<file path="src/rtl/fetch_pc_unit.sv">
// fetch_pc_unit: fetch-stage program counter and single-outstanding IMEM requester.
// Delivers {pc, pc+4, instr} to IF/ID through a valid/ready handshake.
// Optional feature macro FETCH_MISALIGN_TRAP_EN: misaligned redirect targets raise
// fetch_misalign_o and suppress IMEM requests. Without it, targets are forced word-aligned.
module fetch_pc_unit #(
  parameter logic [31:0] RESET_PC = 32'h0000_0000
) (
  input  logic        clk,
  input  logic        rst_n,
  input  logic        redirect_i,
  input  logic [31:0] target_i,
  output logic        imem_req_o,
  output logic [31:0] imem_addr_o,
  input  logic        imem_gnt_i,
  input  logic        imem_rvalid_i,
  input  logic [31:0] imem_rdata_i,
  output logic        if_valid_o,
  input  logic        id_ready_i,
  output logic [31:0] if_instr_o,
  output logic [31:0] if_pc_o,
  output logic [31:0] if_pc_plus4_o
`ifdef FETCH_MISALIGN_TRAP_EN
  ,
  output logic        fetch_misalign_o
`endif
);

  localparam int unsigned XLEN = 32;
  localparam logic [XLEN-1:0] NOP_INSTR = 32'h0000_0013;

  typedef enum logic [1:0] {
    S_REQ  = 2'd0,
    S_WAIT = 2'd1,
    S_HOLD = 2'd2
  } state_t;

  state_t          state_q, state_n;
  logic [XLEN-1:0] pc_q, pc_n;
  logic [XLEN-1:0] addr_q, addr_n;
  logic [XLEN-1:0] instr_q, instr_n;
  logic [XLEN-1:0] ipc_q, ipc_n;
  logic [XLEN-1:0] ipc4_q, ipc4_n;
  logic            kill_q, kill_n;
  logic            mis_q, mis_n;
  logic            req_q, req_n;
  logic            valid_q, valid_n;

  logic [XLEN-1:0] pc_inc;
  logic [XLEN-1:0] load_pc;
  logic            mis_tgt;
  logic            gnt_acc;

  assign pc_inc  = pc_q + 32'd4;
  assign gnt_acc = imem_gnt_i & req_q;

  // Redirect target as loaded into the PC, and whether it must trap
`ifdef FETCH_MISALIGN_TRAP_EN
  assign load_pc = target_i;
  assign mis_tgt = (target_i[1:0] != 2'b00);
`else
  assign load_pc = target_i & ~32'h0000_0003;
  assign mis_tgt = 1'b0;
`endif

  // State and output registers
  always_ff @(posedge clk) begin
    if (!rst_n) begin
      state_q <= S_REQ;
      pc_q    <= RESET_PC;
      addr_q  <= '0;
      instr_q <= NOP_INSTR;
      ipc_q   <= '0;
      ipc4_q  <= '0;
      kill_q  <= 1'b0;
      mis_q   <= 1'b0;
      req_q   <= 1'b0;
      valid_q <= 1'b0;
    end else begin
      state_q <= state_n;
      pc_q    <= pc_n;
      addr_q  <= addr_n;
      instr_q <= instr_n;
      ipc_q   <= ipc_n;
      ipc4_q  <= ipc4_n;
      kill_q  <= kill_n;
      mis_q   <= mis_n;
      req_q   <= req_n;
      valid_q <= valid_n;
    end
  end

  // Next-state logic; redirect outranks every other event in each state
  always_comb begin
    state_n = state_q;
    pc_n    = pc_q;
    instr_n = instr_q;
    ipc_n   = ipc_q;
    ipc4_n  = ipc4_q;
    kill_n  = kill_q;
    mis_n   = mis_q;
    valid_n = valid_q;

    case (state_q)
      S_REQ: begin
        if (redirect_i) begin
          pc_n  = load_pc;
          mis_n = mis_tgt;
          if (gnt_acc) begin
            // old address already granted: absorb its response in WAIT
            kill_n  = 1'b1;
            state_n = S_WAIT;
          end
        end else if (gnt_acc) begin
          state_n = S_WAIT;
        end
      end
      S_WAIT: begin
        if (redirect_i) begin
          pc_n  = load_pc;
          mis_n = mis_tgt;
          if (imem_rvalid_i) begin
            kill_n  = 1'b0;
            state_n = S_REQ;
          end else begin
            kill_n = 1'b1;
          end
        end else if (imem_rvalid_i) begin
          if (kill_q) begin
            kill_n  = 1'b0;
            state_n = S_REQ;
          end else begin
            instr_n = imem_rdata_i;
            ipc_n   = pc_q;
            ipc4_n  = pc_inc;
            valid_n = 1'b1;
            state_n = S_HOLD;
          end
        end
      end
      S_HOLD: begin
        if (redirect_i) begin
          pc_n    = load_pc;
          mis_n   = mis_tgt;
          valid_n = 1'b0;
          state_n = S_REQ;
        end else if (id_ready_i) begin
          pc_n    = pc_inc;
          valid_n = 1'b0;
          state_n = S_REQ;
        end
      end
      default: begin
        state_n = S_REQ;
      end
    endcase
  end

  // Request is presented while in REQ, except when a misaligned target is pending
  assign req_n  = (state_n == S_REQ) & ~mis_n;
  assign addr_n = pc_n;

  assign imem_req_o    = req_q;
  assign imem_addr_o   = addr_q;
  assign if_valid_o    = valid_q;
  assign if_instr_o    = instr_q;
  assign if_pc_o       = ipc_q;
  assign if_pc_plus4_o = ipc4_q;
`ifdef FETCH_MISALIGN_TRAP_EN
  assign fetch_misalign_o = mis_q;
`endif

endmodule

</file>
<file path="config.mk">
export PLATFORM = sky130hd
export DESIGN_NAME = fetch_pc_unit
export DESIGN_NICKNAME = d
export VERILOG_FILES = /design/src/rtl/fetch_pc_unit.sv
export SDC_FILE = /design/constraint.sdc
export NUM_CORES = 1
export LEC_CHECK = 0
export ABC_CLOCK_PERIOD_IN_PS = 2350
export CORE_MARGIN = 1
export CORE_UTILIZATION = 45
export DETAILED_ROUTE_END_ITERATION = 16
export PLACE_DENSITY = 0.76
export SYNTH_ARGS = -nofsm -noshare
export SYNTH_HDL_FRONTEND = slang
export SYNTH_SLANG_ARGS = --single-unit
</file>
<file path="constraint.sdc">
create_clock -name clk -period 2.35 [get_ports clk]
set_input_delay 0.47 -clock clk [delete_from_list [all_inputs] [get_ports clk]]
set_output_delay 0.47 -clock clk [all_outputs]
set_load 0.01 [all_outputs]
</file>
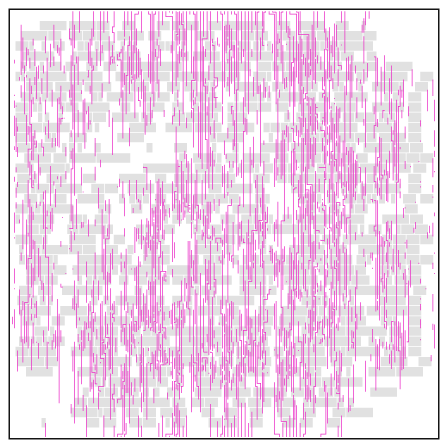
Figure 1: metal 2.
Cells faint in the background.
nets with wire on the layer = 833
longest straight run = 45.0 µm
wire length on this layer = 8320 µm
main direction = vertical
via count: 5888
aggregate routed wire length: 17.2 mm

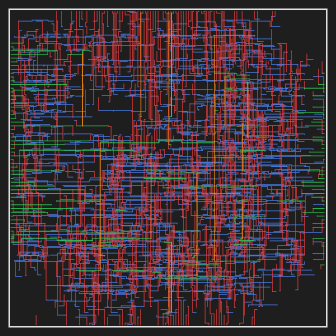
Figure 2: routed metal, one colour a layer.
metal 4 -> orange  # wire length 461 µm
metal 2 -> red  # wire length 8320 µm
metal 3 -> green  # wire length 1250 µm
metal 1 -> blue  # wire length 7140 µm
wire per inst: 15.7 µm
All-Layer GR Usage: 26.9%

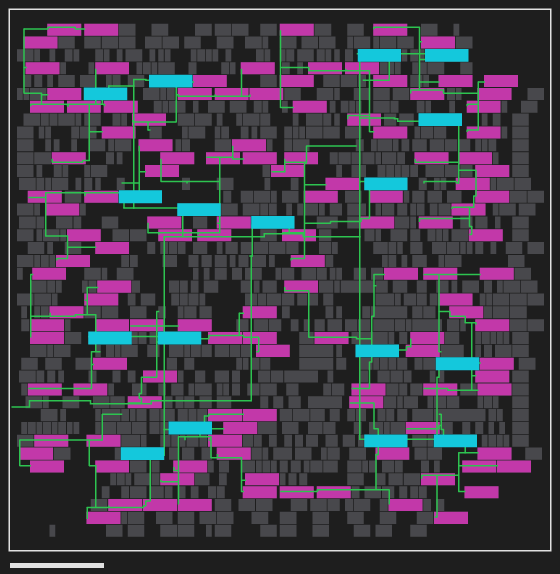
Figure 3: clock distribution.
The bar under the picture is 20 µm long.
clock drivers -> cyan  # count 17
flip-flops -> magenta  # count 128
clock wires -> green  # length 1500 µm
routed clock nets = 18
flops lie = widely spread
worst clock skew: 0.00472 ns
Clk network pwr share: 45.4%
Worst-Skew Late Latency: 0.41 ns
clock distribution power: 2.39 mW

==> results.cfg <==
; flow metrics
[timing]
max_freq_ghz = 0.486
timing.slew.headroom_pct = 66.1
tightest_slew_ns = 0.507
setup_slack_ns = 0.291
timing.final.crit_period_ns = 2.06
hold_viol = 0
final_max_slew_viol_count = 0

[logic_synthesis]
postSynth.asyncResetShare_pct = 0
ys.flops = 128
ys.flop_type = dfxtp_1
ys_types = 56
syn_area_per_cell_um2 = 7.92
syn_area_um2 = 5680
yosysWarnings = 0
ys_seq_share_pct = 45.1
synthCells = 717
edf_count = 0

[drt]
drtAntennaViolNets = 0
drc = 0
dr.pass1.iters = 5
viasPerCell = 5.40
drt_iter0_drc = 494

[worst_setup_path]
start_kind = flip-flop
crit_arrival_ns = 2.42
cp.required_ns = 2.71
crit_buf_inv = 0
crit_chain = nand3_2 > or4_4 > or4_1 > a21oi_1 > o21a_1
path_delay_family = simple AND/OR/NAND/NOR gates
path_max_fanout = 7
r2r_cells = 5
crit_slowest_cell = or4_4
critPathMaxStageDelay_ns = 0.59

[clocking]
clockBufferDepth = 2
cts_tree = yes
cts_htree_levels = 4
cts.sinks = 128
numCtsBuffers = 17
cts-root-buf = clkbuf_16
clkTransAtPathRegs_ns = 0.06

[floorplan]
die_w_um = 114
die_y_um = 114
initCoreUtil_pct = 46.7
core_um2 = 12200
io_pins = 200

[cells_and_area]
n_fill_cell = 995
drive_above_1_share_pct = 10.3
final_nets = 980
diodes = 0
design_area_um2 = 8480

[flow_run]
maxCapViolCount = 0
warning_count = 28

[global_route]
grt_max_degree = 64
grt_pass1_vias = 5594
grt_overflow = 0
grt_pass1_wl_mm = 27.5

[power]
ir_drop_mv = 0.482
p_leak_nw = 3.11
p_per_area_nw_per_um2 = 620

[placed_design]
pre_cts_slack_ns = -0.0295
place_hpwl_mm = 12.1
place_congestion = 0.841
placed_area_um2 = 7940
io_buffer_count = 191

[status]
outcome = completed
## flip-flops by register name, indices dropped and copies added, names as in the netlist, 2 cells and up
signal and flops:
state_q 2, if_pc_plus4_o 30, imem_addr_o 30, if_instr_o 32
if_pc_o 30
## through the flow
stage	total power [mW]	TNS (ns)	util (%)	hold slack [ns]	cells
4_1_cts	5.29	0	69.7	0.449	1090
5_1_grt	5.45	0	69.7	0.460	1090
2_1_floorplan	2.58	0	-	0.417	722
3_3_place_gp	2.90	0	65.3	0.434	1058
3_5_place_dp	2.91	-0.0686	65.3	0.436	1058
6_report	5.26	0	69.7	0.452	1090
## cell type report
type | count | area (µm²) | area share [%]
Clock buffer | 20 | 447 | 5.27
Inverter | 3 | 11.3 | 0.133
Tap cell | 168 | 210 | 2.48
Timing Repair Buffer | 236 | 2310 | 27.3
Multi-Input combinational cell | 523 | 2840 | 33.5
Clock inverter | 12 | 93.8 | 1.11
Sequential cell | 128 | 2560 | 30.2
## cells in the final DEF (no fill, tap or decap), types with 4 or more instances in the layout
cell and instances:
a31oi_1 11, o31a_1 4, dfxtp_1 128, a21o_1 4, clkinv_2 8, a22oi_1 5, nand2_1 165, o21ai_0 36
a311oi_1 4, nand3_1 24, nor2_1 39, buf_12 5, nand4_1 10, and4_1 5, clkdlybuf4s50_1 191, xor2_1 18
o21a_1 5, and3_1 14, xnor2_1 9, mux2i_1 4, nor4_1 4, a211oi_1 11, buf_4 40, clkbuf_16 17
conb_1 6, a21oi_1 94, and2_1 5
## path summary, 6_finish.rpt
path	start	end	slack [ns]
worst min-delay path	mis_q	imem_req_o	0.45
worst min register to register	mis_q	imem_req_o	0.45
worst max-delay path	imem_addr_o[8]	imem_addr_o[17]	0.29
worst max register to register	imem_addr_o[8]	imem_addr_o[17]	0.29
## cell families (layout without fill, tap and decap cells)
group / after synthesis / in the layout / synth area share (%)
AND/OR/NAND/NOR: 294 / 294 / 24.5
AND-OR/OR-AND: 188 / 188 / 19.2
flip-flops: 128 / 128 / 45.1
buffers and inverters: 71 / 271 / 5.44
XOR/XNOR: 27 / 27 / 4.16
multiplexers: 7 / 7 / 1.30
adder cells (fa/ha/maj): 1 / 1 / 0.220
other: 1 / 6 / 0.0660
## cell usage after synthesis (all sizes together) (6+ instances only)
master,number,area share [%]
buf,18,1.9
nand3,27,2.8
a31oi,11,1.2
and2,6,0.68
clkbuf,50,3.4
o21ai,36,3.2
a21oi,95,8.4
nand2,166,11
xnor2,9,1.4
a211oi,11,1.5
xor2,18,2.8
nor2,39,2.6
and3,14,1.5
dfxtp,128,45
nor4,7,1.3
nand4,11,1.3
## power by group
group,switching (mW),internal (mW)
registers,0.0567,2.23
logic,0.268,0.315
clock network,0.925,1.46
total,1.25,4.01
## per-layer routing
metal / vias up / GRT usage [%] / share of wire [%]
li1: 2853 / - / -
met1: 2757 / 32.6 / 42
met2: 244 / 45.2 / 48
met3: 34 / 6.72 / 7.3
met4: 0 / 11.8 / 2.7
met5: - / 0 / 0
Power is estimated from default activity; no workload was simulated.
